File: src/rtl/video_param_pkg.sv
// Shared constants and types for the video parameter controller: parameter
// indices, per-parameter limits, reset defaults and the auto-repeat state set.
package video_param_pkg;

  localparam int PARAM_N = 4;
  localparam int CNT_W   = 24;

  localparam logic [1:0] PIDX_THRESH   = 2'd0;
  localparam logic [1:0] PIDX_BRIGHT   = 2'd1;
  localparam logic [1:0] PIDX_CONTRAST = 2'd2;
  localparam logic [1:0] PIDX_MODE     = 2'd3;

  localparam logic [7:0] PMAX_THRESH   = 8'd255;
  localparam logic [7:0] PMAX_BRIGHT   = 8'd255;
  localparam logic [7:0] PMAX_CONTRAST = 8'd255;
  localparam logic [7:0] PMAX_MODE     = 8'd3;

  localparam logic [7:0] DEF_THRESH    = 8'd16;
  localparam logic [7:0] DEF_BRIGHT    = 8'd0;
  localparam logic [7:0] DEF_CONTRAST  = 8'd128;
  localparam logic [7:0] DEF_MODE      = 8'd0;

  typedef enum logic [1:0] {
    RPT_IDLE   = 2'd0,
    RPT_DELAY  = 2'd1,
    RPT_REPEAT = 2'd2
  } rpt_state_t;

  function automatic logic [7:0] param_max(input logic [1:0] idx);
    case (idx)
      PIDX_THRESH:   return PMAX_THRESH;
      PIDX_BRIGHT:   return PMAX_BRIGHT;
      PIDX_CONTRAST: return PMAX_CONTRAST;
      default:       return PMAX_MODE;
    endcase
  endfunction

endpackage

File: src/rtl/video_param_ctrl_if.sv
// Host register-write port: valid/ready handshake carrying a parameter index
// and its 8-bit value.
interface video_param_ctrl_if;
  logic       valid;
  logic       ready;
  logic [1:0] addr;
  logic [7:0] data;

  modport master (output valid, output addr, output data, input ready);
  modport slave  (input valid, input addr, input data, output ready);
endinterface

File: src/rtl/video_param_ctrl_btn_autorepeat.sv
// Hold-to-repeat for one debounced button: a step on press, another after
// REPEAT_DELAY cycles held, then one every REPEAT_PERIOD cycles until release.
module btn_autorepeat #(
  parameter int REPEAT_DELAY  = 12_500_000,
  parameter int REPEAT_PERIOD = 2_500_000
) (
  input  logic i_clk,
  input  logic i_rst,
  input  logic i_btn,
  output logic o_step
);
  import video_param_pkg::*;

  localparam logic [CNT_W-1:0] DELAY_LAST  = CNT_W'(REPEAT_DELAY - 1);
  localparam logic [CNT_W-1:0] PERIOD_LAST = CNT_W'(REPEAT_PERIOD - 1);

  logic             r_btn_q0, r_btn_q1;
  logic             w_rise;
  rpt_state_t       r_state, w_state_nxt;
  logic [CNT_W-1:0] r_cnt, w_cnt_nxt;

  assign w_rise = r_btn_q0 & ~r_btn_q1;

  always_ff @(posedge i_clk or posedge i_rst) begin
    if (i_rst) begin
      r_btn_q0 <= 1'b0;
      r_btn_q1 <= 1'b0;
      r_state  <= RPT_IDLE;
      r_cnt    <= '0;
    end else begin
      r_btn_q0 <= i_btn;
      r_btn_q1 <= r_btn_q0;
      r_state  <= w_state_nxt;
      r_cnt    <= w_cnt_nxt;
    end
  end

  // Release wins in every state; the counter is only meaningful while held.
  always_comb begin
    w_state_nxt = r_state;
    w_cnt_nxt   = r_cnt;
    o_step      = 1'b0;
    if (!r_btn_q0) begin
      w_state_nxt = RPT_IDLE;
      w_cnt_nxt   = '0;
    end else begin
      case (r_state)
        RPT_IDLE: begin
          if (w_rise) begin
            w_state_nxt = RPT_DELAY;
            w_cnt_nxt   = '0;
            o_step      = 1'b1;
          end
        end
        RPT_DELAY: begin
          if (r_cnt == DELAY_LAST) begin
            w_state_nxt = RPT_REPEAT;
            w_cnt_nxt   = '0;
            o_step      = 1'b1;
          end else begin
            w_cnt_nxt = r_cnt + 1'b1;
          end
        end
        RPT_REPEAT: begin
          if (r_cnt == PERIOD_LAST) begin
            w_cnt_nxt = '0;
            o_step    = 1'b1;
          end else begin
            w_cnt_nxt = r_cnt + 1'b1;
          end
        end
        default: begin
          w_state_nxt = RPT_IDLE;
          w_cnt_nxt   = '0;
        end
      endcase
    end
  end

endmodule

File: src/rtl/video_param_ctrl.sv
// Parameter staging bank fed by buttons and host writes; staged values are
// copied to the active outputs only on a VSYNC rising edge.
module video_param_ctrl #(
  parameter int         REPEAT_DELAY  = 12_500_000,
  parameter int         REPEAT_PERIOD = 2_500_000,
  parameter logic [7:0] DEF_THRESH    = video_param_pkg::DEF_THRESH,
  parameter logic [7:0] DEF_BRIGHT    = video_param_pkg::DEF_BRIGHT,
  parameter logic [7:0] DEF_CONTRAST  = video_param_pkg::DEF_CONTRAST,
  parameter logic [7:0] DEF_MODE      = video_param_pkg::DEF_MODE
) (
  input  logic                     i_clk,
  input  logic                     i_rst,
  input  logic                     i_btn_inc,
  input  logic                     i_btn_dec,
  input  logic                     i_btn_sel,
  video_param_ctrl_if.slave        host,
  input  logic                     i_vsync,
  output logic [1:0]               o_sel,
  output logic [7:0]               o_sobel_thresh,
  output logic [7:0]               o_brightness,
  output logic [7:0]               o_contrast,
  output logic [1:0]               o_mode,
  output logic                     o_pending
);
  import video_param_pkg::*;

  logic       w_inc_step, w_dec_step;
  logic       r_sel_q0, r_sel_q1, w_sel_rise;
  logic [1:0] r_sel;
  logic       r_vsync_d, w_vsync_rise, r_commit;
  logic       w_host_acc;
  logic       r_pending, w_pending_nxt;
  logic [7:0] r_stage      [PARAM_N];
  logic [7:0] r_active     [PARAM_N];
  logic [7:0] w_stage_nxt  [PARAM_N];
  logic [7:0] w_active_nxt [PARAM_N];

  function automatic logic [7:0] def_val(input logic [1:0] idx);
    case (idx)
      PIDX_THRESH:   return DEF_THRESH;
      PIDX_BRIGHT:   return DEF_BRIGHT;
      PIDX_CONTRAST: return DEF_CONTRAST;
      default:       return DEF_MODE;
    endcase
  endfunction

  function automatic logic [7:0] sat_step(input logic [7:0] v, input logic [7:0] vmax,
                                          input logic up);
    if (up) return (v >= vmax) ? vmax : v + 8'd1;
    else    return (v == 8'd0) ? 8'd0 : v - 8'd1;
  endfunction

  btn_autorepeat #(.REPEAT_DELAY(REPEAT_DELAY), .REPEAT_PERIOD(REPEAT_PERIOD)) u_inc (
    .i_clk (i_clk), .i_rst (i_rst), .i_btn (i_btn_inc), .o_step (w_inc_step)
  );

  btn_autorepeat #(.REPEAT_DELAY(REPEAT_DELAY), .REPEAT_PERIOD(REPEAT_PERIOD)) u_dec (
    .i_clk (i_clk), .i_rst (i_rst), .i_btn (i_btn_dec), .o_step (w_dec_step)
  );

  assign w_sel_rise   = r_sel_q0 & ~r_sel_q1;
  assign w_vsync_rise = i_vsync & ~r_vsync_d;
  // Writes are held off during the copy cycle so none can land mid-commit.
  assign host.ready   = ~r_commit;
  assign w_host_acc   = host.valid & ~r_commit;

  always_comb begin
    w_pending_nxt = 1'b0;
    for (int i = 0; i < PARAM_N; i++) begin
      w_stage_nxt[i]  = r_stage[i];
      w_active_nxt[i] = r_commit ? r_stage[i] : r_active[i];
      if (w_host_acc && host.addr == 2'(i)) begin
        w_stage_nxt[i] = (2'(i) == PIDX_MODE) ? {6'd0, host.data[1:0]} : host.data;
      end else if (r_sel == 2'(i) && (w_inc_step ^ w_dec_step)) begin
        w_stage_nxt[i] = sat_step(r_stage[i], param_max(2'(i)), w_inc_step);
      end
      if (w_stage_nxt[i] != w_active_nxt[i]) w_pending_nxt = 1'b1;
    end
  end

  always_ff @(posedge i_clk or posedge i_rst) begin
    if (i_rst) begin
      for (int i = 0; i < PARAM_N; i++) begin
        r_stage[i]  <= def_val(2'(i));
        r_active[i] <= def_val(2'(i));
      end
      r_sel_q0  <= 1'b0;
      r_sel_q1  <= 1'b0;
      r_sel     <= 2'd0;
      r_vsync_d <= 1'b0;
      r_commit  <= 1'b0;
      r_pending <= 1'b0;
    end else begin
      for (int i = 0; i < PARAM_N; i++) begin
        r_stage[i]  <= w_stage_nxt[i];
        r_active[i] <= w_active_nxt[i];
      end
      r_sel_q0  <= i_btn_sel;
      r_sel_q1  <= r_sel_q0;
      r_sel     <= w_sel_rise ? r_sel + 2'd1 : r_sel;
      r_vsync_d <= i_vsync;
      r_commit  <= w_vsync_rise;
      r_pending <= w_pending_nxt;
    end
  end

  assign o_sel          = r_sel;
  assign o_sobel_thresh = r_active[PIDX_THRESH];
  assign o_brightness   = r_active[PIDX_BRIGHT];
  assign o_contrast     = r_active[PIDX_CONTRAST];
  assign o_mode         = r_active[PIDX_MODE][1:0];
  assign o_pending      = r_pending;

endmodule

File: src/flat_wrapper.sv
// flat-port wrapper written by rule: the top's interface ports become plain ports
module video_param_ctrl_flat import video_param_pkg::*;
#(
  parameter int         REPEAT_DELAY  = 12_500_000,
  parameter int         REPEAT_PERIOD = 2_500_000,
  parameter logic [7:0] DEF_THRESH    = video_param_pkg::DEF_THRESH,
  parameter logic [7:0] DEF_BRIGHT    = video_param_pkg::DEF_BRIGHT,
  parameter logic [7:0] DEF_CONTRAST  = video_param_pkg::DEF_CONTRAST,
  parameter logic [7:0] DEF_MODE      = video_param_pkg::DEF_MODE
)
  (i_clk, i_rst, i_btn_inc, i_btn_dec, i_btn_sel, i_vsync, o_sel, o_sobel_thresh, o_brightness, o_contrast, o_mode, o_pending, host_valid, host_addr, host_data, host_ready);
  video_param_ctrl_if host_i ();
  input  logic i_clk;
  input  logic i_rst;
  input  logic i_btn_inc;
  input  logic i_btn_dec;
  input  logic i_btn_sel;
  input  logic i_vsync;
  output logic [1:0] o_sel;
  output logic [7:0] o_sobel_thresh;
  output logic [7:0] o_brightness;
  output logic [7:0] o_contrast;
  output logic [1:0] o_mode;
  output logic o_pending;
  input wire logic [$bits(host_i.valid)-1:0] host_valid;
  input wire logic [$bits(host_i.addr)-1:0] host_addr;
  input wire logic [$bits(host_i.data)-1:0] host_data;
  output wire logic [$bits(host_i.ready)-1:0] host_ready;
  assign host_i.valid = host_valid;
  assign host_i.addr = host_addr;
  assign host_i.data = host_data;
  assign host_ready = host_i.ready;
  video_param_ctrl #(.REPEAT_DELAY(REPEAT_DELAY), .REPEAT_PERIOD(REPEAT_PERIOD), .DEF_THRESH(DEF_THRESH), .DEF_BRIGHT(DEF_BRIGHT), .DEF_CONTRAST(DEF_CONTRAST), .DEF_MODE(DEF_MODE)) u_core (.i_clk(i_clk), .i_rst(i_rst), .i_btn_inc(i_btn_inc), .i_btn_dec(i_btn_dec), .i_btn_sel(i_btn_sel), .host(host_i), .i_vsync(i_vsync), .o_sel(o_sel), .o_sobel_thresh(o_sobel_thresh), .o_brightness(o_brightness), .o_contrast(o_contrast), .o_mode(o_mode), .o_pending(o_pending));
endmodule
File: config.mk
export PLATFORM = sky130hd
export DESIGN_NAME = video_param_ctrl_flat
export DESIGN_NICKNAME = d
export VERILOG_FILES = /design/src/rtl/video_param_pkg.sv /design/src/rtl/video_param_ctrl_if.sv /design/src/rtl/video_param_ctrl_btn_autorepeat.sv /design/src/rtl/video_param_ctrl.sv /design/src/flat_wrapper.sv
export SDC_FILE = /design/constraint.sdc
export NUM_CORES = 1
export LEC_CHECK = 0
export CAP_MARGIN = 5
export CORE_UTILIZATION = 55
export CTS_CLUSTER_DIAMETER = 40
export DETAILED_ROUTE_END_ITERATION = 8
export HOLD_SLACK_MARGIN = 0.08
export PLACE_DENSITY = 0.74
export SLEW_MARGIN = 20
export SYNTH_ARGS = -nofsm -noshare
export SYNTH_HDL_FRONTEND = slang
export SYNTH_SLANG_ARGS = --single-unit
File: constraint.sdc
create_clock -name i_clk -period 11.1 [get_ports i_clk]
set_input_delay 2.22 -clock i_clk [delete_from_list [all_inputs] [get_ports i_clk]]
set_output_delay 2.22 -clock i_clk [all_outputs]
set_load 0.02 [all_outputs]
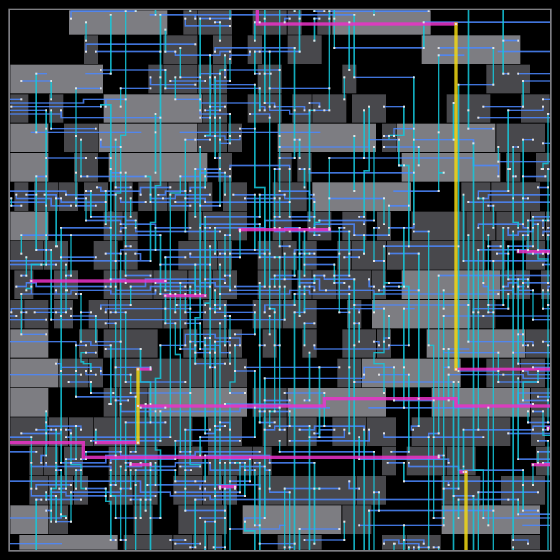
Fig. 1. A small window of the routed layout (run 1).
Window x 7 to 57, y 72 to 122 um. Cells in grey, sequential cells in the stronger grey; small squares are vias.
legend:
  cyan:
    layer: met2
  blue:
    layer: met1
  magenta:
    layer: met3
  yellow:
    layer: met4
cells with their middle in the window: 190
netlist names of flops here include: `u_core.u_inc.r_cnt` (14), `u_core.o_contrast` (3), `u_core.r_stage` (2)
most frequent: nor2_1 (24), nand2_1 (21), dfrtp_1 (21)
sequential cells in the window: 21

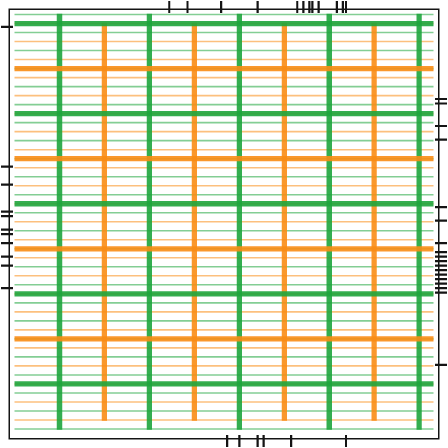
Fig. 2. PDN straps and rails (run 1).
Pins as bars on the die edge.
legend:
  green:
    net: VSS
  orange:
    net: VDD
met5 straps: 9
signal pins: 47
met1 rails: 47
rows: 46
Die Ht: 129 um
core area: 15,800 sq um

==> run_results.csv, run 1 <==
group,metric,value,unit
run_status,run_status,"complete, no violations",
synth,yosys_area,8900,sq um
job,warning_count,45,
worst_setup_path,cp_top_family,"AND-OR/OR-AND gates",
cells_and_area,nNetsFinal,1074,
clocking,cts.htree.levels,4,
synth,syn_avg_cell_area,8.58,sq um
synth,top_area_share,34.6,%
detailed_routing,avgRoutedWirePerCell,19.1,um
synth,flop_cell,"dfrtp_1",
synth,numSynthFlops,127,
cells_and_area,layoutNonFillerInstCount,1258,
worst_setup_path,path_class,"primary input to flip-flop",
place,dp.cells,1226,
detailed_routing,final_antenna_net_count,0,
clocking,hold_buffers,0,
synth,simple_gate_area_share,25.4,%
worst_setup_path,path_cells,"clkdlybuf4s50_1, nor3b_1, nand2_1, nand2_1, a21oi_1, mux2_2, o32ai_1, xor2_1, a2111o_1, a2111oi_0, nand4_1",
synth,edf_count,0,
cells_and_area,drive_gt1_share,9.02,%
cells_and_area,lay_top_cells,"dfrtp_1, nor2_1, nand2_1",
floorplanning,rows,46,
synth,ys_types,77,
detailed_routing,drtPass1Iterations,5,
cells_and_area,antenna_cells,0,
worst_setup_path,crit_top_cell,"nand2_1",
timing,hold_violations,0,
worst_setup_path,critPathBufInv,1,
timing,fin_skew,0.00984,ns
worst_setup_path,crit_path_max_incr_delay,0.51,ns
worst_setup_path,cp.arrival,5.55,ns
clocking,cts-root-buf,"clkbuf_16",
synth,area_leaders,"dfrtp_1, nor2_1, nand2_1",
synth,yosys.area.top_type,"dfrtp_1",
synth,xor_share,5.02,%
clocking,clkTransAtPathRegs,0.06,ns
clocking,cts_setup_buffers,0,
timing,fin_crit,5.26,ns
synth,async_reset_ff_share,100,%
cells_and_area,syn2layout_area_growth,11.6,%
job,drv_cap,0,
timing,slew_violations,0,
synth,yosys_cells,1037,
floorplanning,dieArea,16700,sq um
cells_and_area,layout.cells.most_common,"dfrtp_1",
pwr,total_leakage_power,0.00408,uW
worst_setup_path,end_kind,"flip-flop",
timing,timing.slew.headroom,33.6,%
synth,mux_share,7.03,%
detailed_routing,drt-initial-drc-count,1034,
synth,syn-cell-area,8900,sq um
synth,synth_nets,1082,
synth,ys_seq_share,35.8,%
worst_setup_path,critPathLaunchType,"primary input",
worst_hold_path,min_path_type,"flip-flop to flip-flop",
clocking,cts_buffer_depth,2,
synth,postSynthCellCount,1037,
global_route,antenna_found_initial,0,
place,hpwl,16800,um
synth,ys_sh_aoi,16.3,%
place,place_congestion,0.981,
floorplanning,io_pins,47,
pwr,cellPowerDensity,233,nW/um^2
synth,ys_sh_adder,3.94,%
timing,worst-slew-pin-transition,0.993,ns
floorplanning,fp_util,56.2,%
global_route,grt_usage,29.7,%
detailed_routing,wirelength,24000,um
clocking,cts-buffers-inserted,17,
timing,fmax,190,MHz
clocking,clkSinkCount,127,
detailed_routing,vias,8062,
synth,ys_top_logic_family,"simple AND/OR/NAND/NOR gates",
timing,fin_crit_sh,47.4,%
timing,setup_viol,0,
global_route,first_global_vias,7427,
detailed_routing,route.detailed.drc,0,
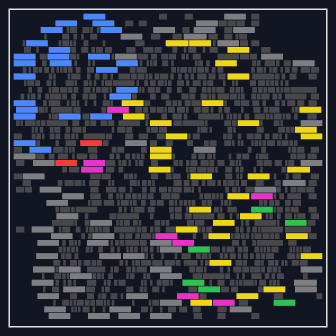
Fig. 3. Sequential cells grouped by signal name (run 1).
legend:
  blue:
    name_in_the_netlist: `u_core.u_inc.r_cnt`
    sequential_cells: 24
    where: top left
  green:
    name_in_the_netlist: `u_core.r_active`
    sequential_cells: 6
  yellow:
    name_in_the_netlist: `u_core.r_stage`
    sequential_cells: 32
  magenta:
    name_in_the_netlist: `u_core.o_brightness`
    sequential_cells: 8
  red:
    name_in_the_netlist: `u_core.u_inc.r_state`
    sequential_cells: 2
Flop area: 3180 sq um
final core utilization: 62.8%
sequential power: 746 uW
flop share of the area: 32.1%

[run 1: per-layer routing]
layer | up-vias | GRT usage [%] | wire (um)
li1 | 3749 | - | -
met1 | 3855 | 40.1 | 10600
met2 | 383 | 46.5 | 10900
met3 | 75 | 5.82 | 1720
met4 | 0 | 12.9 | 825
met5 | - | 0 | 0
[run 1: layout make-up]
type	instances	area [sq um]
Clock buffer	23	488
Clock inverter	9	130
Fill cell	1317	5900
Inverter	46	178
Multi-Input combinational cell	783	5160
Sequential cell	127	3180
Tap cell	216	270
Timing Repair Buffer	54	520
[run 1: stage by stage]
step / setup slack, ns / util [%] / power [uW] / hold WS, ns / cell area (sq um)
global route: 5.67 / 62.8 / 2440 / 0.391 / 9930
global placement: 5.56 / 58.8 / 1700 / 0.356 / 9310
floorplan: 5.50 / - / 1440 / 0.347 / 8900
CTS: 5.89 / 62.7 / 2300 / 0.376 / 9930
detailed placement: 5.43 / 58.8 / 1700 / 0.363 / 9310
finish: 5.84 / 62.8 / 2310 / 0.376 / 9930
[run 1: cell families after synthesis]
| logic type | after synthesis |
|---|---|
| XOR/XNOR | 51 |
| flip-flops | 127 |
| AND-OR/OR-AND | 208 |
| adder cells (fa/ha/maj) | 28 |
| AND/OR/NAND/NOR | 437 |
| multiplexers | 59 |
| buffers and inverters | 127 |
[run 1: state kept, by name (all words and copies together), names as in the netlist, 2 cells and up]
name	cells
u_core.u_dec.r_state	2
u_core.o_contrast	8
u_core.r_active	6
u_core.o_sel	2
u_core.u_inc.r_cnt	24
u_core.o_sobel_thresh	8
u_core.o_mode	2
u_core.o_brightness	8
u_core.r_stage	32
u_core.u_inc.r_state	2
u_core.u_dec.r_cnt	24
[run 1: path summary, 6_finish.rpt]
kind	startpoint	cells after the start	to	slack, ns
max	host_valid	11	u_core.o_pending	5.84
min reg2reg	u_core.r_sel_q0	0	u_core.r_sel_q1	0.38
max in group asynchronous	i_rst	3	u_core.r_commit	7.56
min in group asynchronous	i_rst	2	u_core.r_sel_q1	2.25
max reg2reg	u_core.u_dec.r_cnt[6]	10	u_core.o_pending	6.55
min	u_core.r_sel_q0	0	u_core.r_sel_q1	0.38
[run 1: cells in the mapped netlist (6+ instances only)]
cell type and n:
nor3_1 34, a21oi_1 37, nand3_1 56, nand4_1 28
clkbuf_1 48, nand2b_1 10, a31oi_1 9, and2_1 11
xnor2_1 20, nor4_1 16, buf_4 26, o22ai_1 6
o21ai_0 44, nor2_1 100, and3_1 33, nand2_1 94
mux2i_1 31, o211ai_1 10, ha_1 28, inv_1 46
nor2b_1 8, dfrtp_1 123, a211oi_1 14, and4_1 8
o32ai_1 7, nor4b_1 11, xor2_1 31, mux2_2 28
a21o_1 6
[run 1: power breakdown]
part / switching (uW) / leakage (uW) / internal [uW] / total (uW)
sequential: 165 / 0.00161 / 581 / 746
combinational: 563 / 0.00216 / 417 / 979
clock: 209 / 0.000304 / 377 / 586
total: 937 / 0.00408 / 1370 / 2310
Fig. 4: run 1, gate families picked out
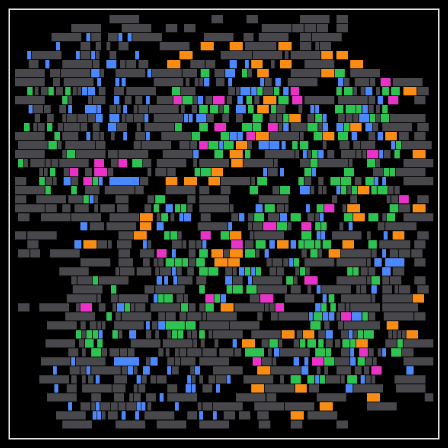

==> run 1 -> run 2 <==
- clock period: 11.1 -> 5.5 ns (I/O delays scaled with it)
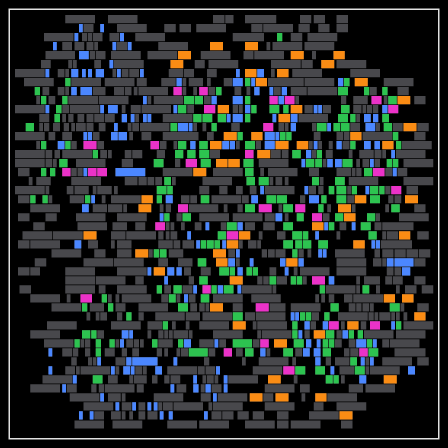
Fig. 5. Gate families picked out (run 2).
legend:
  orange:
    family: multiplexers
    cells: 59
    most_used: mux2i_1
  blue:
    family: NOR gates
    cells: 176
    most_used: nor2_1
    where: spread over the die
  magenta:
    family: AND-OR and OR-AND gates
    cells: 33
    most_used: a21o_1
  green:
    family: inverting AOI/OAI gates
    cells: 175
    most_used: o21ai_0
Comb area share: 52.1%
Non-Filler Instances: 1,260
Commonest Layout Cell: dfrtp_1

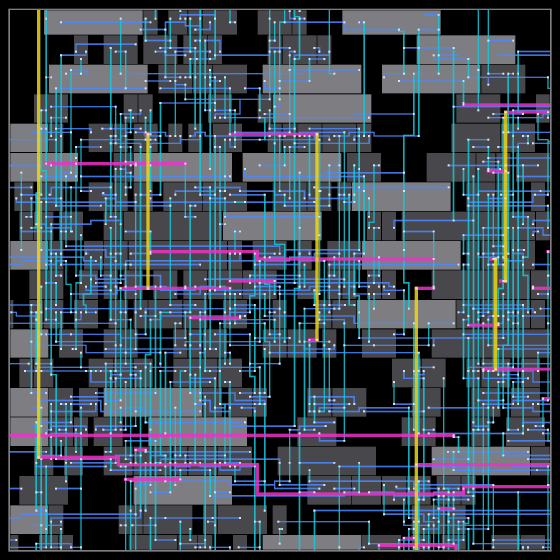
Fig. 6. A small window of the routed layout (run 2).
Window x 7 to 57, y 72 to 122 um. Cells in grey, sequential cells in the stronger grey; small squares are vias.
legend:
  blue:
    layer: met1
  cyan:
    layer: met2
  yellow:
    layer: met4
  magenta:
    layer: met3
cells with their middle in the window: 200
sequential cells in the window: 19
most frequent: nor2_1 (24), nand2_1 (21), dfrtp_1 (19)
netlist names of flops here include: `u_core.u_inc.r_cnt` (14), `u_core.o_contrast` (3)

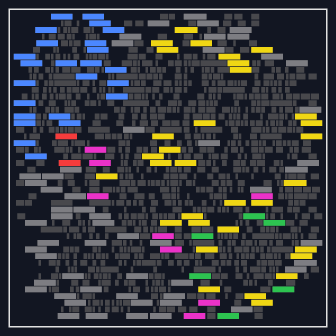
Fig. 7. Sequential cells grouped by signal name (run 2).
legend:
  green:
    name_in_the_netlist: `u_core.r_active`
    sequential_cells: 6
    where: bottom right
  yellow:
    name_in_the_netlist: `u_core.r_stage`
    sequential_cells: 32
  magenta:
    name_in_the_netlist: `u_core.o_brightness`
    sequential_cells: 8
  red:
    name_in_the_netlist: `u_core.u_inc.r_state`
    sequential_cells: 2
  blue:
    name_in_the_netlist: `u_core.u_inc.r_cnt`
    sequential_cells: 24
    where: top left
final core utilization: 62.6%
sequential power: 1510 uW
flop share of the area: 32.1%

==> run 2 against run 1 <==
Against the previous run: clock-buffer cell count stayed put; largest power group unchanged; highest routed layer unchanged; worst setup slack worse by 4.7 ns; final cell count is 0.16% higher.
==> run_results.csv, run 2 <==
group,metric,value,unit
detailed_routing,wirelength,24300,um
clocking,cts-buffers-inserted,17,
synth,area_leaders,"dfrtp_1, nor2_1, nand2_1",
worst_setup_path,path_class,"flip-flop to flip-flop",
synth,postSynthCellCount,1037,
detailed_routing,drt-initial-drc-count,835,
synth,ys_types,77,
global_route,grt_usage,30.0,%
synth,ys_sh_adder,3.94,%
cells_and_area,nNetsFinal,1076,
cells_and_area,syn2layout_area_growth,11.4,%
synth,simple_gate_area_share,25.4,%
timing,setup_viol,0,
timing,fin_crit_sh,79.5,%
pwr,total_leakage_power,0.00407,uW
timing,worst-slew-pin-transition,1.04,ns
job,warning_count,47,
synth,syn_avg_cell_area,8.58,sq um
timing,timing.slew.headroom,30.2,%
timing,slew_violations,0,
cells_and_area,antenna_cells,0,
clocking,cts_setup_buffers,0,
synth,ys_seq_share,35.8,%
run_status,run_status,"complete, no violations",
timing,fmax,229,MHz
synth,top_area_share,34.6,%
clocking,cts_buffer_depth,2,
synth,most_common_cell,"dfrtp_1",
floorplanning,rows,46,
worst_setup_path,end_kind,"flip-flop",
synth,yosys_cells,1037,
cells_and_area,logic_area,5160,sq um
synth,edf_count,0,
cells_and_area,top_regs,"u_core.r_stage (32), u_core.u_dec.r_cnt (24), u_core.u_inc.r_cnt (24)",
floorplanning,coreArea,15800,sq um
floorplanning,dieArea,16700,sq um
place,hpwl,17200,um
detailed_routing,final_antenna_net_count,0,
synth,xor_share,5.02,%
worst_setup_path,critPathLaunchType,"flip-flop",
clocking,clkTransAtPathRegs,0.06,ns
timing,fin_skew,0.00619,ns
cells_and_area,fillers,1349,
cells_and_area,largest_reg_flops,32,
synth,async_reset_ff_share,100,%
run 2: cell counts after synthesis:
Identical to the previous run, type by type.
run 2: power breakdown:
part / leakage (uW) / switching (uW) / total (uW) / internal, uW
registers: 0.00161 / 337 / 1510 / 1170
clock network: 0.000280 / 418 / 1120 / 701
logic: 0.00217 / 1140 / 1980 / 843
total: 0.00407 / 1890 / 4610 / 2720
run 2: layer usage:
metal	vias up	track usage [%]	wire, um
met5	-	0	0
met4	0	14.7	929
met3	98	7.18	1890
met2	405	47.2	11200
met1	3858	38.8	10300
li1	3759	-	-
run 2: worst paths after layout:
check	from	endpoint	slack, ns	cells past startpoint
max in group asynchronous	i_rst	u_core.o_contrast[7]	3.29	3
hold reg to reg	u_core.r_sel_q0	u_core.r_sel_q1	0.37	0
min in group asynchronous	i_rst	u_core.u_inc.r_cnt[1]	1.26	2
setup reg to reg	u_core.u_dec.r_cnt[6]	u_core.o_pending	1.13	10
hold / removal	u_core.r_sel_q0	u_core.r_sel_q1	0.37	0
setup / recovery	u_core.u_dec.r_cnt[6]	u_core.o_pending	1.13	10
run 2: kinds of logic (layout without fill, tap and decap cells):
family,Yosys count,in the layout
compound gates,208,208
xor+xnor,51,51
fa+ha+maj,28,28
buf+inv,127,134
flops,127,127
mux,59,59
simple gates,437,437
run 2: stage by stage:
step | hold slack, ns | total power (uW) | setup slack [ns] | cell area [sq um] | instances
after floorplan | 0.347 | 2910 | 1.02 | 8900 | 1037
after global placement | 0.355 | 3420 | 1.07 | 9330 | 1228
after detailed placement | 0.358 | 3440 | 0.861 | 9330 | 1228
after CTS | 0.370 | 4570 | 1.17 | 9910 | 1260
after global routing | 0.378 | 4860 | 0.973 | 9910 | 1260
final | 0.368 | 4610 | 1.13 | 9910 | 1260
run 2: area by class of cell:
class / instances / share of cell area, %
multi-input cells: 783 / 52.1
clock inverters: 9 / 1.07
repair buffers: 56 / 5.40
well taps: 216 / 2.73
clock buffers: 23 / 4.82
flip-flops and latches: 127 / 32.1
inverters: 46 / 1.79
run 2: worst max-delay path, cell delays in order (launching register included):
cell,delay [ns]
dfrtp_1,0.42
or4_4,0.56
nor4_4,0.38
nand4_1,0.30
a21oi_4,0.55
mux2_2,0.48
o32ai_1,0.41
xor2_1,0.12
a2111o_1,0.44
a2111oi_0,0.42
nand4_1,0.14
No activity file was given, so power comes from the tool's default toggle rates.
